### config.mk
export PLATFORM = sky130hd
export DESIGN_NAME = mux_sel_arbiter_flat
export DESIGN_NICKNAME = d
export VERILOG_FILES = /design/src/rtl/mux_sel_arbiter_if.sv /design/src/rtl/mux_sel_arbiter.sv /design/src/flat_wrapper.sv
export SDC_FILE = /design/constraint.sdc
export NUM_CORES = 1
export LEC_CHECK = 0
export ABC_AREA = 0
export CORE_MARGIN = 3
export CORE_UTILIZATION = 49
export CTS_BUF_LIST = sky130_fd_sc_hd__clkbuf_4 sky130_fd_sc_hd__clkbuf_8
export CTS_CLUSTER_DIAMETER = 150
export DETAILED_ROUTE_END_ITERATION = 7
export GPL_TIMING_DRIVEN = 0
export PLACE_DENSITY = 0.77
export SYNTH_ARGS = -nofsm -noshare
export SYNTH_HDL_FRONTEND = slang
export SYNTH_SLANG_ARGS = --single-unit
### constraint.sdc
create_clock -name clk -period 2.55 [get_ports clk]
set_clock_uncertainty 0.2 [all_clocks]
set_input_delay 0.6375 -clock clk [delete_from_list [all_inputs] [get_ports clk]]
set_output_delay 0.6375 -clock clk [all_outputs]
set_load 0.005 [all_outputs]
### src/rtl/mux_sel_arbiter_if.sv
// Request/grant bundle between the four requesters, the arbiter and the 4:1 mux select.
// valid qualifies gnt and {s1,s0}: the mux output is usable only while valid=1, and consumers must not use it in the valid=0 cycle that separates two grants.
interface mux_sel_arbiter_if;
  logic [3:0] req;
  logic [3:0] gnt;
  logic       valid;
  logic       s0;
  logic       s1;

  // Requester side: raises req, observes grant and select.
  modport master (
    output req,
    input  gnt,
    input  valid,
    input  s0,
    input  s1
  );

  // Arbiter side.
  modport slave (
    input  req,
    output gnt,
    output valid,
    output s0,
    output s1
  );
endinterface

### src/rtl/mux_sel_arbiter.sv
// 4-channel round-robin arbiter driving the select lines of a 4:1 mux.
// Each grant has bounded hold time and is followed by a one-cycle break-before-make gap.
module mux_sel_arbiter #(
  parameter int MIN_HOLD = 2,
  parameter int MAX_HOLD = 4,
  parameter int CNT_W    = 8
) (
  input  logic              clk,
  input  logic              rst,
  mux_sel_arbiter_if.slave  bus,
  output logic [1:0]        state_o
);

  typedef enum logic [1:0] {
    IDLE  = 2'd0,
    GRANT = 2'd1,
    GAP   = 2'd2
  } state_e;

  localparam logic [CNT_W-1:0] MIN_LAST = CNT_W'(MIN_HOLD - 1);
  localparam logic [CNT_W-1:0] MAX_LAST = CNT_W'(MAX_HOLD - 1);

  state_e           state_q, state_d;
  logic [CNT_W-1:0] cnt_q, cnt_d;
  logic [1:0]       ptr_q, ptr_d;
  logic [3:0]       gnt_q, gnt_d;
  logic             valid_q, valid_d;
  logic [1:0]       sel_q, sel_d;

  logic [1:0]       win;
  logic             any_req;
  logic [1:0]       idx;
  logic             rel_min;
  logic             rel_max;

  // Round-robin scan starting just after the last released channel.
  always_comb begin
    win     = ptr_q;
    any_req = 1'b0;
    idx     = ptr_q;
    for (int i = 1; i < 5; i++) begin
      idx = 2'(ptr_q + 2'(i));
      if (!any_req && bus.req[idx]) begin
        any_req = 1'b1;
        win     = idx;
      end
    end
  end

  // sel_q always holds the current grant index while in GRANT.
  assign rel_min = (cnt_q >= MIN_LAST) && !bus.req[sel_q];
  assign rel_max = (cnt_q >= MAX_LAST) && ((bus.req & ~gnt_q) != 4'b0000);

  always_comb begin
    state_d = state_q;
    cnt_d   = cnt_q;
    ptr_d   = ptr_q;
    gnt_d   = gnt_q;
    valid_d = valid_q;
    sel_d   = sel_q;
    case (state_q)
      GRANT: begin
        if (rel_min || rel_max) begin
          state_d = GAP;
          gnt_d   = 4'b0000;
          valid_d = 1'b0;
          ptr_d   = sel_q;
        end else if (cnt_q != MAX_LAST) begin
          cnt_d = cnt_q + 1'b1;
        end
      end
      default: begin
        // IDLE and GAP arbitrate identically; GAP falls back to IDLE when nobody asks.
        if (any_req) begin
          state_d = GRANT;
          gnt_d   = 4'b0001 << win;
          valid_d = 1'b1;
          sel_d   = win;
          cnt_d   = '0;
        end else begin
          state_d = IDLE;
          gnt_d   = 4'b0000;
          valid_d = 1'b0;
        end
      end
    endcase
  end

  always_ff @(posedge clk) begin
    if (rst) begin
      state_q <= IDLE;
      cnt_q   <= '0;
      ptr_q   <= 2'd3;
      gnt_q   <= 4'b0000;
      valid_q <= 1'b0;
      sel_q   <= 2'd0;
    end else begin
      state_q <= state_d;
      cnt_q   <= cnt_d;
      ptr_q   <= ptr_d;
      gnt_q   <= gnt_d;
      valid_q <= valid_d;
      sel_q   <= sel_d;
    end
  end

  assign bus.gnt   = gnt_q;
  assign bus.valid = valid_q;
  assign bus.s1    = sel_q[1];
  assign bus.s0    = sel_q[0];
  assign state_o   = state_q;

endmodule

### src/flat_wrapper.sv
// flat-port wrapper written by rule: the top's interface ports become plain ports
module mux_sel_arbiter_flat 
#(
  parameter int MIN_HOLD = 2,
  parameter int MAX_HOLD = 4,
  parameter int CNT_W    = 8
)
  (clk, rst, state_o, bus_req, bus_gnt, bus_valid, bus_s0, bus_s1);
  mux_sel_arbiter_if bus_i ();
  input  logic clk;
  input  logic rst;
  output logic [1:0] state_o;
  input wire logic [$bits(bus_i.req)-1:0] bus_req;
  output wire logic [$bits(bus_i.gnt)-1:0] bus_gnt;
  output wire logic [$bits(bus_i.valid)-1:0] bus_valid;
  output wire logic [$bits(bus_i.s0)-1:0] bus_s0;
  output wire logic [$bits(bus_i.s1)-1:0] bus_s1;
  assign bus_i.req = bus_req;
  assign bus_gnt = bus_i.gnt;
  assign bus_valid = bus_i.valid;
  assign bus_s0 = bus_i.s0;
  assign bus_s1 = bus_i.s1;
  mux_sel_arbiter #(.MIN_HOLD(MIN_HOLD), .MAX_HOLD(MAX_HOLD), .CNT_W(CNT_W)) u_core (.clk(clk), .rst(rst), .bus(bus_i), .state_o(state_o));
endmodule
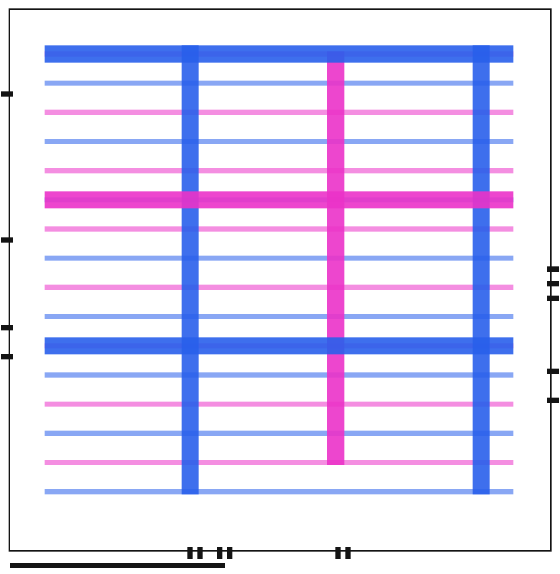
*PDN straps and rails*
The bar under the picture is 20 µm long. Pins as bars on the die edge.
[blue] VSS
[magenta] VDD
met4 straps: 3
rows: 15
met5 straps: 3

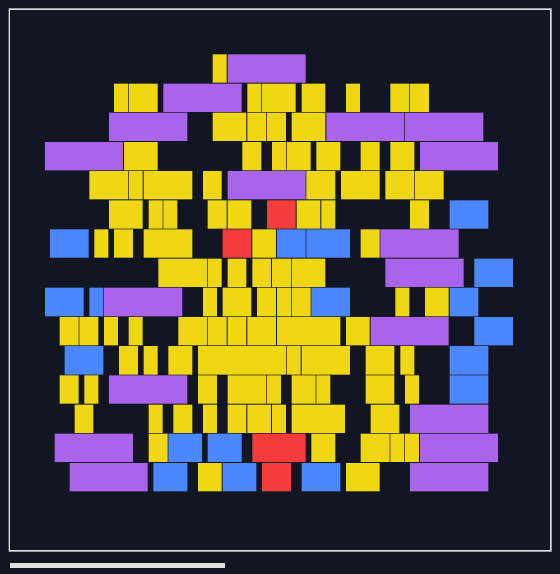
*Cell classes on the final placement*
The bar under the picture is 20 µm long.
[blue] remaining buffers and delay cells | cells: 18 | share of their area: 14%
[red] clock drivers and dummy loads | cells: 4 | share of their area: 3.1%
[purple] sequential cells | cells: 18 | share of their area: 31%
[yellow] combinational and other logic | cells: 97 | share of their area: 52%

==> impl_metrics.env <==
# yosys + openroad results
export IMPL_vias=937
export IMPL_drive_gt1_share_pct=10.22
export IMPL_status="finished clean"
export IMPL_area_growth_pct=24.29
export IMPL_r2r_setup_slack_ps=130
export IMPL_setup_viol=0
export IMPL_peakVddDrop_v=0.0004806
export IMPL_drc_errors=0
export IMPL_finalWirelength_um=2135
export IMPL_yosysTopAreaCell="dfxtp_1"
export IMPL_critPathRequiredTime_ps=2580
export IMPL_root_buffer="clkbuf_4"
export IMPL_clkTransAtPathRegs_ps=110
export IMPL_fin_cells=162
export IMPL_worstPathMaxFanout=10
export IMPL_yosys_cells=118
export IMPL_cts_hold_buf=0
export IMPL_reg2reg_to="u_core.cnt_q[7]"
export IMPL_fin_util_pct=67.16
export IMPL_antenna_found_initial=0
export IMPL_p_total_w=0.0006605
export IMPL_start_kind="primary input"
export IMPL_wire_per_inst_um=13.18
export IMPL_clkSinkCount=18
export IMPL_die_height_um=50.34
## registers in the layout, summed over array words and instances (netlist names)
signal / flops
u_core.cnt_q: 8
u_core.bus.gnt: 4
u_core.ptr_q: 2
u_core.sel_q: 2
u_core.state_o: 2
## worst max-delay path: stages
cell	delay, ps
dlygate4sd2_1	280
nor2b_2	190
o41ai_2	350
nand3_1	140
or2_1	240
buf_6	140
or4_1	390
a21oi_1	130
## routing by layer
layer / global-route usage, % / up-vias / wire, µm
met5: 0 / - / 0
met4: 8.520 / 0 / 31
met3: 2.077 / 5 / 86
met2: 28.91 / 27 / 946
met1: 25.18 / 438 / 1070
li1: - / 467 / -
## synth_stat cells
master / n
a31oi_1: 1
inv_1: 5
o41ai_1: 1
buf_4: 1
a221o_1: 1
nor3_2: 1
o21ai_0: 6
clkbuf_1: 1
or2_1: 1
a41o_1: 1
a21oi_2: 1
a21oi_1: 8
o32ai_1: 1
nor2_1: 15
nor2b_1: 5
xnor2_1: 3
o2111ai_1: 1
nor3_1: 5
nand3_1: 8
or4_1: 3
ha_1: 3
or3_1: 1
a21o_1: 2
o31ai_1: 1
nand2_1: 8
dfxtp_1: 18
nand4_1: 2
and2_1: 2
mux4_2: 1
nand2b_1: 3
nor4_1: 2
buf_6: 1
o21a_1: 1
a22oi_1: 4
## worst max-delay path by stage
stage,endpoint,startpoint
floorplan,u_core.cnt_q[2],bus_req[3]
global placement,u_core.cnt_q[2],bus_req[3]
detailed placement,u_core.cnt_q[7],bus_req[3]
CTS,u_core.cnt_q[7],bus_req[3]
global route,u_core.cnt_q[2],bus_req[0]
finish,u_core.cnt_q[7],bus_req[0]
## metrics by stage
| stage | TNS (ps) | cell area (µm²) | worst slack [ps] |
|---|---|---|---|
| after floorplan | 0 | 970.9 | 78.62 |
| after global placement | -4139 | 1142 | -562.3 |
| after detailed placement | -4535 | 1142 | -591.3 |
| after CTS | 0 | 1192 | 49.41 |
| after global routing | -11.10 | 1197 | -11.10 |
| final | 0 | 1197 | 91.36 |
## what timing repair did
item / in CTS / in global routing
gates resized: 7 / 1
buffers inserted: 1 / 0
pin swaps: 3 / 3
setup endpoints to repair: 4 / 3
gates cloned: 0 / 0
## power by group
part | total, W | internal (W) | switching [W]
clock network | 0.000180 | 0.0000871 | 0.0000925
registers | 0.000318 | 0.000299 | 0.0000195
logic | 0.000163 | 0.0000791 | 0.0000835
total | 0.000661 | 0.000465 | 0.000196
## kinds of logic (layout without fill, tap and decap cells)
kind of cell,count (synthesis),in the layout,synth area share (%)
compound gates,29,29,19.87
xor+xnor,3,3,2.728
fa+ha+maj,3,3,3.897
buf+inv,8,27,4.286
flops,18,18,37.40
mux,1,1,2.337
simple gates,56,56,29.48
## area by class of cell
cell class              instances  area [µm²]
plain buffers                   3       22.52
well taps                      25       31.28
clock buffers                   4       36.28
inverters                       5       18.77
fillers                       173       585.6
multi-input cells              92       585.6
repair buffers                 15       142.6
flip-flops and latches         18       360.3
Power figures rest on the tool's default switching activity, not on a simulated workload.
